==> run_1/clk_routes.png <==
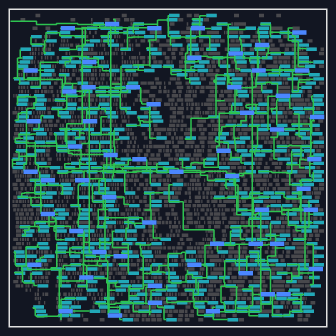
==> run_1/sizes.png <==
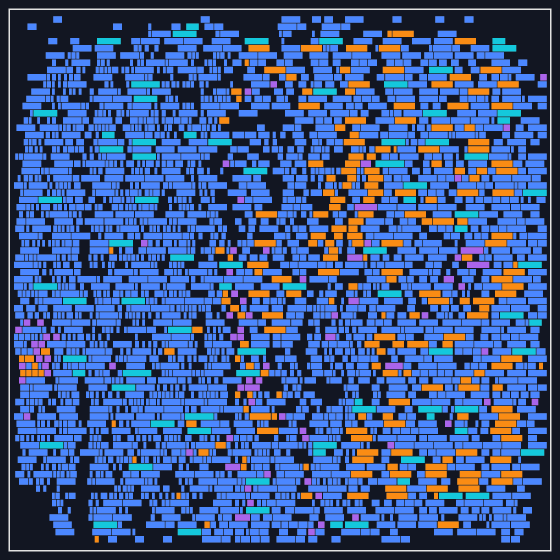
==> run_1/logic_types.png <==
Bar = 50 um.
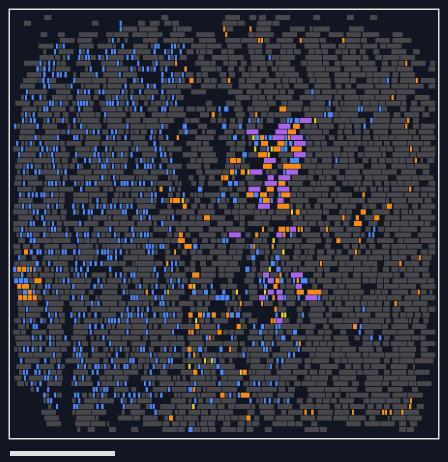
==> run_1/congestion.png <==
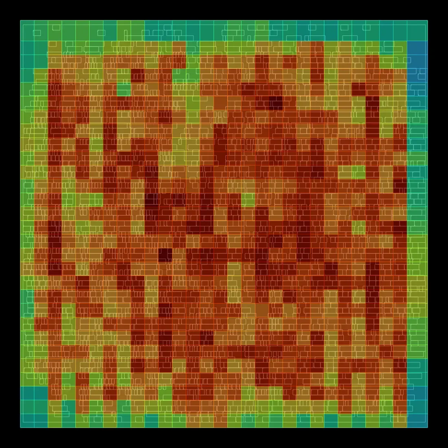
`config.mk`:
```
export PLATFORM = sky130hd
export DESIGN_NAME = ton_scan_sched
export DESIGN_NICKNAME = d
export VERILOG_FILES = /design/src/rtl/plc_timer_pkg.sv /design/src/rtl/tick_edge_det.sv /design/src/rtl/ton_scan_sched.sv
export SDC_FILE = /design/constraint.sdc
export NUM_CORES = 1
export LEC_CHECK = 0
export CAP_MARGIN = 20
export CORE_UTILIZATION = 65
export DETAILED_ROUTE_END_ITERATION = 6
export PLACE_DENSITY = 0.84
export SYNTH_ARGS = -nofsm -noshare
export SYNTH_HDL_FRONTEND = slang
export SYNTH_SLANG_ARGS = --single-unit
```
`constraint.sdc`:
```
create_clock -name clk -period 16.76 [get_ports clk]
set_input_delay 3.352 -clock clk [delete_from_list [all_inputs] [get_ports clk]]
set_output_delay 3.352 -clock clk [all_outputs]
set_load 0.01 [all_outputs]
```
`src/rtl/plc_timer_pkg.sv`:
```
// Shared constants and types for the PLC on-delay timer scheduler.
package plc_timer_pkg;

  localparam int N_SLOTS_DEF = 8;
  localparam int ACC_W_DEF   = 32;
  localparam int TICK_HZ     = 1000;
  localparam int IDX_W_DEF   = $clog2(N_SLOTS_DEF);

  typedef logic [IDX_W_DEF-1:0] slot_idx_t;

endpackage

```
`src/rtl/tick_edge_det.sv`:
```
// Rising-edge detector for the 1 kHz tick level.
// The history flop resets high so a tick already high at release is not an edge.
module tick_edge_det (
  input  logic clk,
  input  logic rst,
  input  logic i_tick,
  output logic o_edge
);

  logic r_tick_q;

  always_ff @(posedge clk) begin
    if (rst) begin
      r_tick_q <= 1'b1;
    end else begin
      r_tick_q <= i_tick;
    end
  end

  assign o_edge = i_tick & ~r_tick_q;

endmodule

```
`src/rtl/ton_scan_sched.sv`:
```
// Round-robin TON timer bank sharing one compare/increment datapath.
// Define TON_SCAN_OVERRUN_EN to build the sticky missed-tick detector.
module ton_scan_sched
  import plc_timer_pkg::*;
#(
  parameter  int N_SLOTS = N_SLOTS_DEF,
  parameter  int ACC_W   = ACC_W_DEF,
  localparam int IDX_W   = $clog2(N_SLOTS)
) (
  input  logic               clk,
  input  logic               rst,
  input  logic               tick,
  input  logic [N_SLOTS-1:0] in_en,
  input  logic               cfg_we,
  input  logic [IDX_W-1:0]   cfg_idx,
  input  logic [ACC_W-1:0]   cfg_pre,
  input  logic [IDX_W-1:0]   rd_idx,
  output logic [ACC_W-1:0]   rd_acc,
  output logic [N_SLOTS-1:0] en,
  output logic [N_SLOTS-1:0] dn,
  output logic [N_SLOTS-1:0] tt,
  output logic               overrun
);

  logic [N_SLOTS-1:0][ACC_W-1:0] r_acc;
  logic [N_SLOTS-1:0][ACC_W-1:0] r_pre;
  logic [N_SLOTS-1:0]            r_pend;
  logic [N_SLOTS-1:0]            r_en;
  logic [N_SLOTS-1:0]            r_dn;
  logic [N_SLOTS-1:0]            r_tt;
  logic [IDX_W-1:0]              r_ptr;
  logic [ACC_W-1:0]              r_rd_acc;

  logic                          w_tick_edge;
  logic [ACC_W-1:0]              w_acc;
  logic [ACC_W-1:0]              w_pre;
  logic [ACC_W-1:0]              w_acc_nx;
  logic                          w_inc;
  logic [N_SLOTS-1:0]            w_eval;

  tick_edge_det u_edge (
    .clk    (clk),
    .rst    (rst),
    .i_tick (tick),
    .o_edge (w_tick_edge)
  );

  // Shared datapath: only the slot under the pointer is evaluated.
  assign w_acc    = r_acc[r_ptr];
  assign w_pre    = r_pre[r_ptr];
  assign w_inc    = r_pend[r_ptr] && (w_acc < w_pre);
  assign w_acc_nx = w_inc ? w_acc + ACC_W'(1) : w_acc;

  always_comb begin
    w_eval        = '0;
    w_eval[r_ptr] = in_en[r_ptr];
  end

  always_ff @(posedge clk) begin
    if (rst) begin
      r_ptr <= '0;
    end else if (r_ptr == IDX_W'(N_SLOTS - 1)) begin
      r_ptr <= '0;
    end else begin
      r_ptr <= r_ptr + IDX_W'(1);
    end
  end

  always_ff @(posedge clk) begin
    if (rst) begin
      r_acc    <= '0;
      r_pre    <= '0;
      r_pend   <= '0;
      r_en     <= '0;
      r_dn     <= '0;
      r_tt     <= '0;
      r_rd_acc <= '0;
    end else begin
      r_en     <= in_en;
      r_rd_acc <= r_acc[rd_idx];
      for (int i = 0; i < N_SLOTS; i++) begin
        if (cfg_we && (cfg_idx == IDX_W'(i))) begin
          r_pre[i] <= cfg_pre;
        end
        if (!in_en[i]) begin
          r_acc[i]  <= '0;
          r_pend[i] <= 1'b0;
          r_dn[i]   <= 1'b0;
          r_tt[i]   <= 1'b0;
        end else begin
          if (w_eval[i]) begin
            r_acc[i] <= w_acc_nx;
            r_dn[i]  <= (w_acc_nx >= w_pre);
            r_tt[i]  <= (w_acc_nx < w_pre);
          end
          // A fresh tick beats the clear from this visit.
          r_pend[i] <= w_tick_edge | (r_pend[i] & ~w_eval[i]);
        end
      end
    end
  end

`ifdef TON_SCAN_OVERRUN_EN
  logic r_ovr;

  always_ff @(posedge clk) begin
    if (rst) begin
      r_ovr <= 1'b0;
    end else if (w_tick_edge && (|(r_pend & ~w_eval))) begin
      r_ovr <= 1'b1;
    end
  end

  assign overrun = r_ovr;
`else
  assign overrun = 1'b0;
`endif

  assign rd_acc = r_rd_acc;
  assign en     = r_en;
  assign dn     = r_dn;
  assign tt     = r_tt;

endmodule

```
==> qor_table.md, run 1 <==
| Step | Parameter | Reported |
| --- | --- | --- |
| synth | Post-synth EDFFs | 0 |
| setup path | Critical Path Fanout Max | 44 |
| cells and area | Seq area share | 39.42% |
| clock tree | Clock Pin Slew Worst Setup and Hold Paths | 0.06 ns |
| setup path | Nature of the critical path startpoint | flop |
| route | Max layer used | met4 |
| cells and area | Non-clock inverter instance count of the final layout | 22 |
| clock tree | TritonCTS clock tree | yes |
| outcome | Status | completed |
| global routing | Number of global-route vias before repair | 23560 |
| setup path | End of the worst register-to-register path | dn[3]$_SDFFE_PP0P_ |
| cells and area | Clock buffer instance count of the final layout | 83 |
| cells and area | Proportion of layout cells with a drive suffix above 1 | 12.83% |
| route | Total iterations of the first detailed-routing run | 6 |
| clock tree | Level count of the clock H-tree | 2 |
| setup path | Startpoint of the lowest-slack register-to-register path | r_ptr[1]$_SDFF_PP0_ |
| power | Total power divided by cell area | 103.9 mW/mm2 |
| cells and area | Proportion of cell area spent on the clock network | 6.579% |
| setup path | Critical path endpoint | dn[3]$_SDFFE_PP0P_ |
| setup path | Cell-by-cell listing of the critical path | buf_4, nor2b_1, buf_4, a22oi_1, o22ai_1, nor2_1, ha_1, nand4_1, nor4_1, nand2_1, or3_1, o22ai_1, or3_1, nor4_2, xnor2_1, inv_1, ha_1, nand4_1, nor4_1, nand3_1, o21ai_1, nor4_1, buf_4, a21oi_1 |
| floorplanning | DIE WIDTH | 203.5 um |
| final timing | Fin Setup TNS | 0 ns |
| placed design | Detail Placement HPWL | 53380 um |
| setup path | Category of the worst setup path capture point | flop |
| synth | Average cell area after synthesis | 9.437 um2 |
| synth | Commonest cells post-synth | sky130_fd_sc_hd__nand2_1 (607), sky130_fd_sc_hd__dfxtp_1 (580), sky130_fd_sc_hd__a21oi_1 (303), sky130_fd_sc_hd__a22o_1 (261), sky130_fd_sc_hd__clkbuf_1 (170) |
| final timing | Final hold vios | 0 |
| power | Power of the sequential group | 1.42 mW |
| synth | Instance tally after logic synthesis | 2796 |
| power | Combinational fraction of design power | 10.2% |
| synth | Synthesized cell area | 0.02639 mm2 |
| synth | Post-synthesis adder-cell area fraction | 3.130% |
| floorplanning | Chip height | 203.5 um |
| job | Tool warnings | 30 |
| power | Switching Fraction | 25.82% |
| synth | Top area contributor share | 44.00% |
| placed design | DP Area | 0.02754 mm2 |
| global routing | Residual overflow from global routing | 0 |
| cells and area | Number of multi-input logic gates | 1943 |
| final timing | Actual slew at the worst max-slew pin | 1.178 ns |
| cells and area | Layout Utilization | 73.86% |
| cells and area | Most frequent cells in the layout | sky130_fd_sc_hd__nand2_1 (607), sky130_fd_sc_hd__dfxtp_1 (577), sky130_fd_sc_hd__a21oi_1 (296) |
| route | DRC marker count from the first detailed-route iteration | 3484 |
| route | Vias per cell | 7.073 |
| synth | Commonest flop | sky130_fd_sc_hd__dfxtp_1 |
| synth | Largest family of logic cells by area | AND-OR/OR-AND gates |
| final timing | Clock Skew | 0.02677 ns |
| power | Largest power group | registers |
| cells and area | Combinational cell area excluding buffers and inverters | 0.01369 mm2 |
| route | Total length of routed wires | 87970 um |
| final timing | Min Tclk post-route | 9.024 ns |
| synth | Proportion of synthesized area in mux cells | 11.11% |
| placed design | Post-place setup slack | 8.197 ns |
| cells and area | Highest-count logic cell in the final layout | sky130_fd_sc_hd__nand2_1 |
| setup path | Slowest stage delay, CP | 0.85 ns |
| clock tree | Worst-case clock buffer depth | 3 |
| placed design | Placed instance count | 3234 |
| setup path | Endpoint required time on the critical path | 17.33 ns |
| final timing | Final number of setup-violating endpoints | 0 |
| synth | Most common cell in the synthesized netlist | sky130_fd_sc_hd__nand2_1 |
| synth | Area leader, netlist | sky130_fd_sc_hd__dfxtp_1 |
| final timing | Slew Limit Fails | 0 |
| cells and area | Post-layout net count | 2884 |
| setup path | Gate family responsible for the most delay along the worst path | simple AND/OR/NAND/NOR gates |
| route | Final antenna-violating net count | 0 |
| cells and area | Layout filler cell count | 2844 |
| clock tree | Setup fix buffers added after clock tree synthesis | 0 |
| power | Internal power contribution | 2.271 mW |
| clock tree | Count of hold buffers inserted by post-cts repair | 0 |
| clock tree | TritonCTS Buffers | 57 |
| clock tree | Number of resized instances in the post-cts repair step | 0 |
| route | Met3 Routed Length | 11720 um |
| synth | Ao+oa area frac | 21.47% |
| global routing | Largest net degree at the start of global routing | 107 |
| synth | AND/OR/NAND/NOR Cells, Area Fraction | 14.11% |
| global routing | Global-route wire length before repair | 134500 um |
| power | Total Power | 3.062 mW |
| final timing | Tightest slew margin relative to the limit | 20.93% |
| setup path | Critical Path AT | 9.59 ns |
| route | Met1 Wirelength | 31710 um |
| synth | Synth unique cells | 71 |
| route | Vias post-DR | 23610 |
| power | Total combinational power | 0.313 mW |
| cells and area | Number of flip-flops and latches | 580 |
| placed design | Port Buffers | 105 |
| setup path | Count of cell instances traversed by the critical path | 24 |
| synth | Total nets after synthesis | 2912 |
| global routing | Met1 global-route usage | 52.40% |
| cells and area | Diode insertion count for antenna repair | 0 |
| floorplanning | Total I/O pin count | 107 |
| power | NetSw | 0.7905 mW |
| setup path | Critical path buffer and inverter count | 4 |
| synth | Yosys chip area | 0.02639 mm2 |
| setup path | Highest-delay cell along the critical path | sky130_fd_sc_hd__dfxtp_4 |
| final timing | Highest clock frequency the design can meet | 110.8 MHz |
| floorplanning | Tap Count | 525 |
| floorplanning | Effective utilization at floorplan | 66.11% |
| clock tree | Total number of clock tree sinks | 580 |
| final timing | Final worst setup slack | 7.736 ns |
| power | Clock Power Share | 43.4% |
| hold path | Worst hold path class | flop to flop |
| job | Max Cap Viol | 0 |
Back to the opening pictures, clk_routes.png:
green -> clock wires  # length 6550 um
blue -> clock drivers  # count 57
cyan -> flip-flops  # count 580
routed clock nets = 58
flops lie = all over the die
clock insertion delay at the later pin of the skew report: 0.64 ns
reported clock group power: 1.33 mW

Back to the opening pictures, sizes.png:
cyan -> _6 and larger  # cells 80, share 2.8%, most used clkbuf_16
blue -> _0 and _1 cells  # cells 2452, share 87%, most used nand2_1
purple -> _3 and _4 cells  # cells 75, share 2.7%, most used buf_4
orange -> _2 cells  # cells 206, share 7.3%, most used mux4_2
buffers outside the clock class: 164
post-synthesis to final-layout area growth: 11.72%

Back to the opening pictures, logic_types.png:
blue -> NAND gates  # cells 670
orange -> NOR gates  # cells 142
purple -> XOR/XNOR gates  # cells 31
yellow -> inverters  # cells 22
number of standard cells in the final layout excluding fillers: 3338
share of cell area taken by multi-input logic gates: 46.45%

Back to the opening pictures, congestion.png:
routed len/inst: 26.35 um
aggregate global-route resource usage: 42.12%
most used routing layer: met2
global routing met3 resource utilization: 11.07%
global routing usage on met2: 65.36%

## Run 2: what changed since run 1
Settings changed: CORE_UTILIZATION 65 to 55, PLACE_DENSITY 0.84 to 0.76.
Clock period 16.76 ns to 7.56 ns, I/O delays scaled along.
==> qor_table.md, run 2 <==
| Step | Parameter | Reported |
| --- | --- | --- |
| outcome | Status | completed |
| global routing | Most used routing layer | met2 |
| cells and area | Seq area share | 38.84% |
| floorplanning | Tap Count | 607 |
| route | Final antenna-violating net count | 0 |
| power | Total combinational power | 0.721 mW |
| floorplanning | Total I/O pin count | 107 |
| route | Max layer used | met5 |
| synth | Top area contributor share | 44.00% |
| clock tree | TritonCTS Buffers | 58 |
| final timing | Highest clock frequency the design can meet | 138.8 MHz |
| clock tree | Number of resized instances in the post-cts repair step | 0 |
| final timing | Actual slew at the worst max-slew pin | 1.051 ns |
| clock tree | Level count of the clock H-tree | 2 |
| setup path | Count of cell instances traversed by the critical path | 22 |
| synth | Commonest flop | sky130_fd_sc_hd__dfxtp_1 |
| clock tree | Setup fix buffers added after clock tree synthesis | 0 |
| job | Max Cap Viol | 0 |
| final timing | Slew Limit Fails | 0 |
| floorplanning | Chip height | 221.0 um |
| power | Total power divided by cell area | 228.5 mW/mm2 |
| placed design | Post-place setup slack | 0.5197 ns |
| synth | Area leader, netlist | sky130_fd_sc_hd__dfxtp_1 |
| placed design | Port Buffers | 105 |
| setup path | Endpoint required time on the critical path | 8.06 ns |
| power | Internal power contribution | 5.075 mW |
| floorplanning | Effective utilization at floorplan | 56.20% |
| power | Switching Fraction | 25.78% |
| synth | Most common cell in the synthesized netlist | sky130_fd_sc_hd__nand2_1 |
| job | Tool warnings | 28 |
| setup path | Critical path endpoint | tt[3]$_SDFFE_PP0P_ |
| setup path | Highest-delay cell along the critical path | sky130_fd_sc_hd__o221ai_1 |
| final timing | Final hold vios | 0 |
| cells and area | Number of multi-input logic gates | 1943 |
| cells and area | Non-clock inverter instance count of the final layout | 22 |
| synth | Synth unique cells | 71 |
| power | Power of the sequential group | 3.14 mW |
| cells and area | Combinational cell area excluding buffers and inverters | 0.01373 mm2 |
| synth | Total nets after synthesis | 2912 |
| setup path | Critical path buffer and inverter count | 3 |
| route | DRC marker count from the first detailed-route iteration | 3127 |
| cells and area | Diode insertion count for antenna repair | 1 |
| route | Met1 Wirelength | 34820 um |
| synth | Proportion of synthesized area in mux cells | 11.11% |
| setup path | Cell-by-cell listing of the critical path | buf_12, and2_1, a22oi_1, o221ai_1, ha_1, a21o_1, nand3_1, a21oi_1, nor4b_1, o211ai_1, or3_1, buf_4, nor3_2, xor2_2, ha_1, nand4_1, nor4_1, buf_4, nand4_1, a21oi_1, or2_2, o32ai_1 |
| final timing | Fin Setup TNS | 0 ns |
| floorplanning | DIE WIDTH | 221.0 um |
| synth | Commonest cells post-synth | sky130_fd_sc_hd__nand2_1 (607), sky130_fd_sc_hd__dfxtp_1 (580), sky130_fd_sc_hd__a21oi_1 (303), sky130_fd_sc_hd__a22o_1 (261), sky130_fd_sc_hd__clkbuf_1 (170) |
| setup path | Gate family responsible for the most delay along the worst path | simple AND/OR/NAND/NOR gates |
| clock tree | Clock Pin Slew Worst Setup and Hold Paths | 0.06 ns |
| cells and area | Layout filler cell count | 3828 |
| synth | Yosys chip area | 0.02639 mm2 |
| cells and area | Layout Utilization | 63.73% |
| setup path | End of the worst register-to-register path | tt[3]$_SDFFE_PP0P_ |
| cells and area | Share of cell area taken by multi-input logic gates | 45.90% |
| final timing | Tightest slew margin relative to the limit | 29.43% |
| synth | Average cell area after synthesis | 9.437 um2 |
| placed design | DP Area | 0.02797 mm2 |
| route | Vias per cell | 6.714 |
| placed design | Placed instance count | 3347 |
| power | Clock Power Share | 43.5% |
| power | NetSw | 1.762 mW |
| setup path | Critical Path AT | 7.70 ns |
| global routing | Residual overflow from global routing | 0 |
| power | Largest power group | registers |
| cells and area | Number of flip-flops and latches | 580 |
| placed design | Detail Placement HPWL | 55750 um |
| synth | Instance tally after logic synthesis | 2796 |
| setup path | Category of the worst setup path capture point | flop |
| route | Total iterations of the first detailed-routing run | 6 |
| synth | Synthesized cell area | 0.02639 mm2 |
| global routing | Global routing usage on met2 | 56.06% |
| global routing | Global-route wire length before repair | 134600 um |
| cells and area | Highest-count logic cell in the final layout | sky130_fd_sc_hd__nand2_1 |
| clock tree | Worst-case clock buffer depth | 3 |
| global routing | Number of global-route vias before repair | 22480 |
==> run_2/sizes.png <==
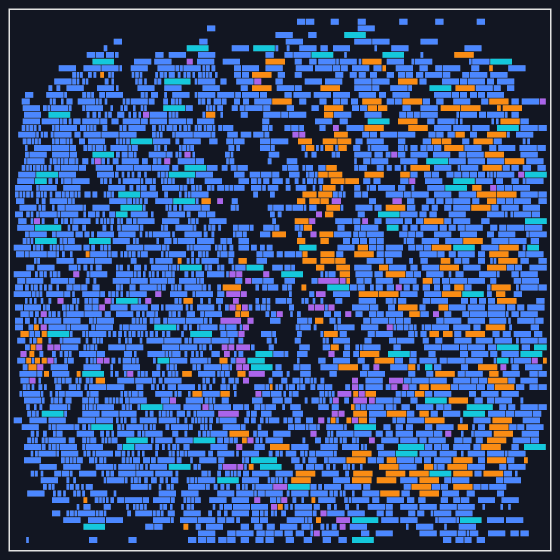
purple -> _3 and _4 cells  # cells 110, share 3.9%, most used buf_4
cyan -> _6 and larger  # cells 79, share 2.8%, most used clkbuf_16
blue -> _0 and _1 cells  # cells 2455, share 86%, most used nand2_1
orange -> _2 cells  # cells 203, share 7.1%, most used mux4_2
final worst setup slack: 0.3549 ns
post-route cell area: 0.02992 mm2
buffers outside the clock class: 195
post-synthesis to final-layout area growth: 13.39%

==> run_2/congestion.png <==
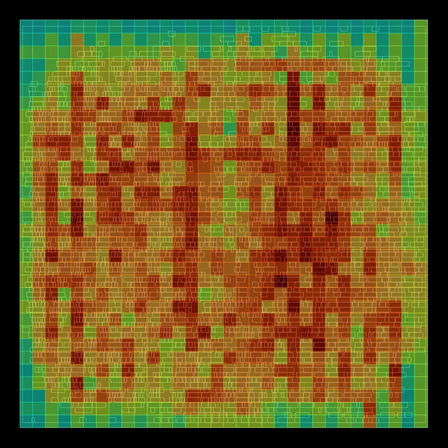
aggregate global-route resource usage: 35.51%
global routing met3 resource utilization: 6.772%
routed len/inst: 25.72 um

==> run_2/layer_met3.png <==
Cells faint in the background.
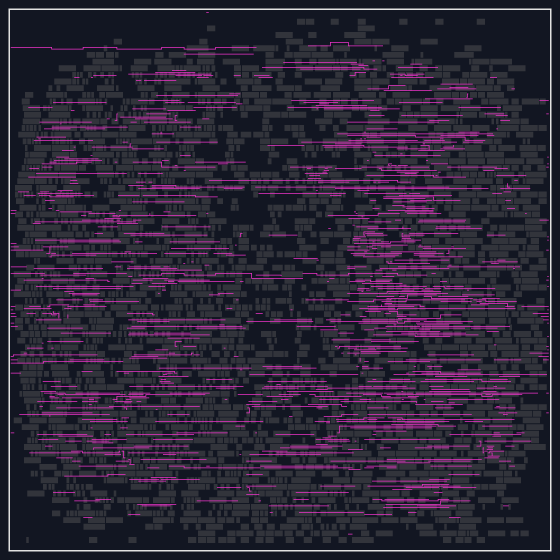
longest straight run = 79.1 um
nets with wire on the layer = 386
main direction = horizontal
share of all routed wire = 11%
vias post-DR: 23200
total length of routed wires: 88870 um

No activity file was given, so power comes from the tool's default toggle rates.
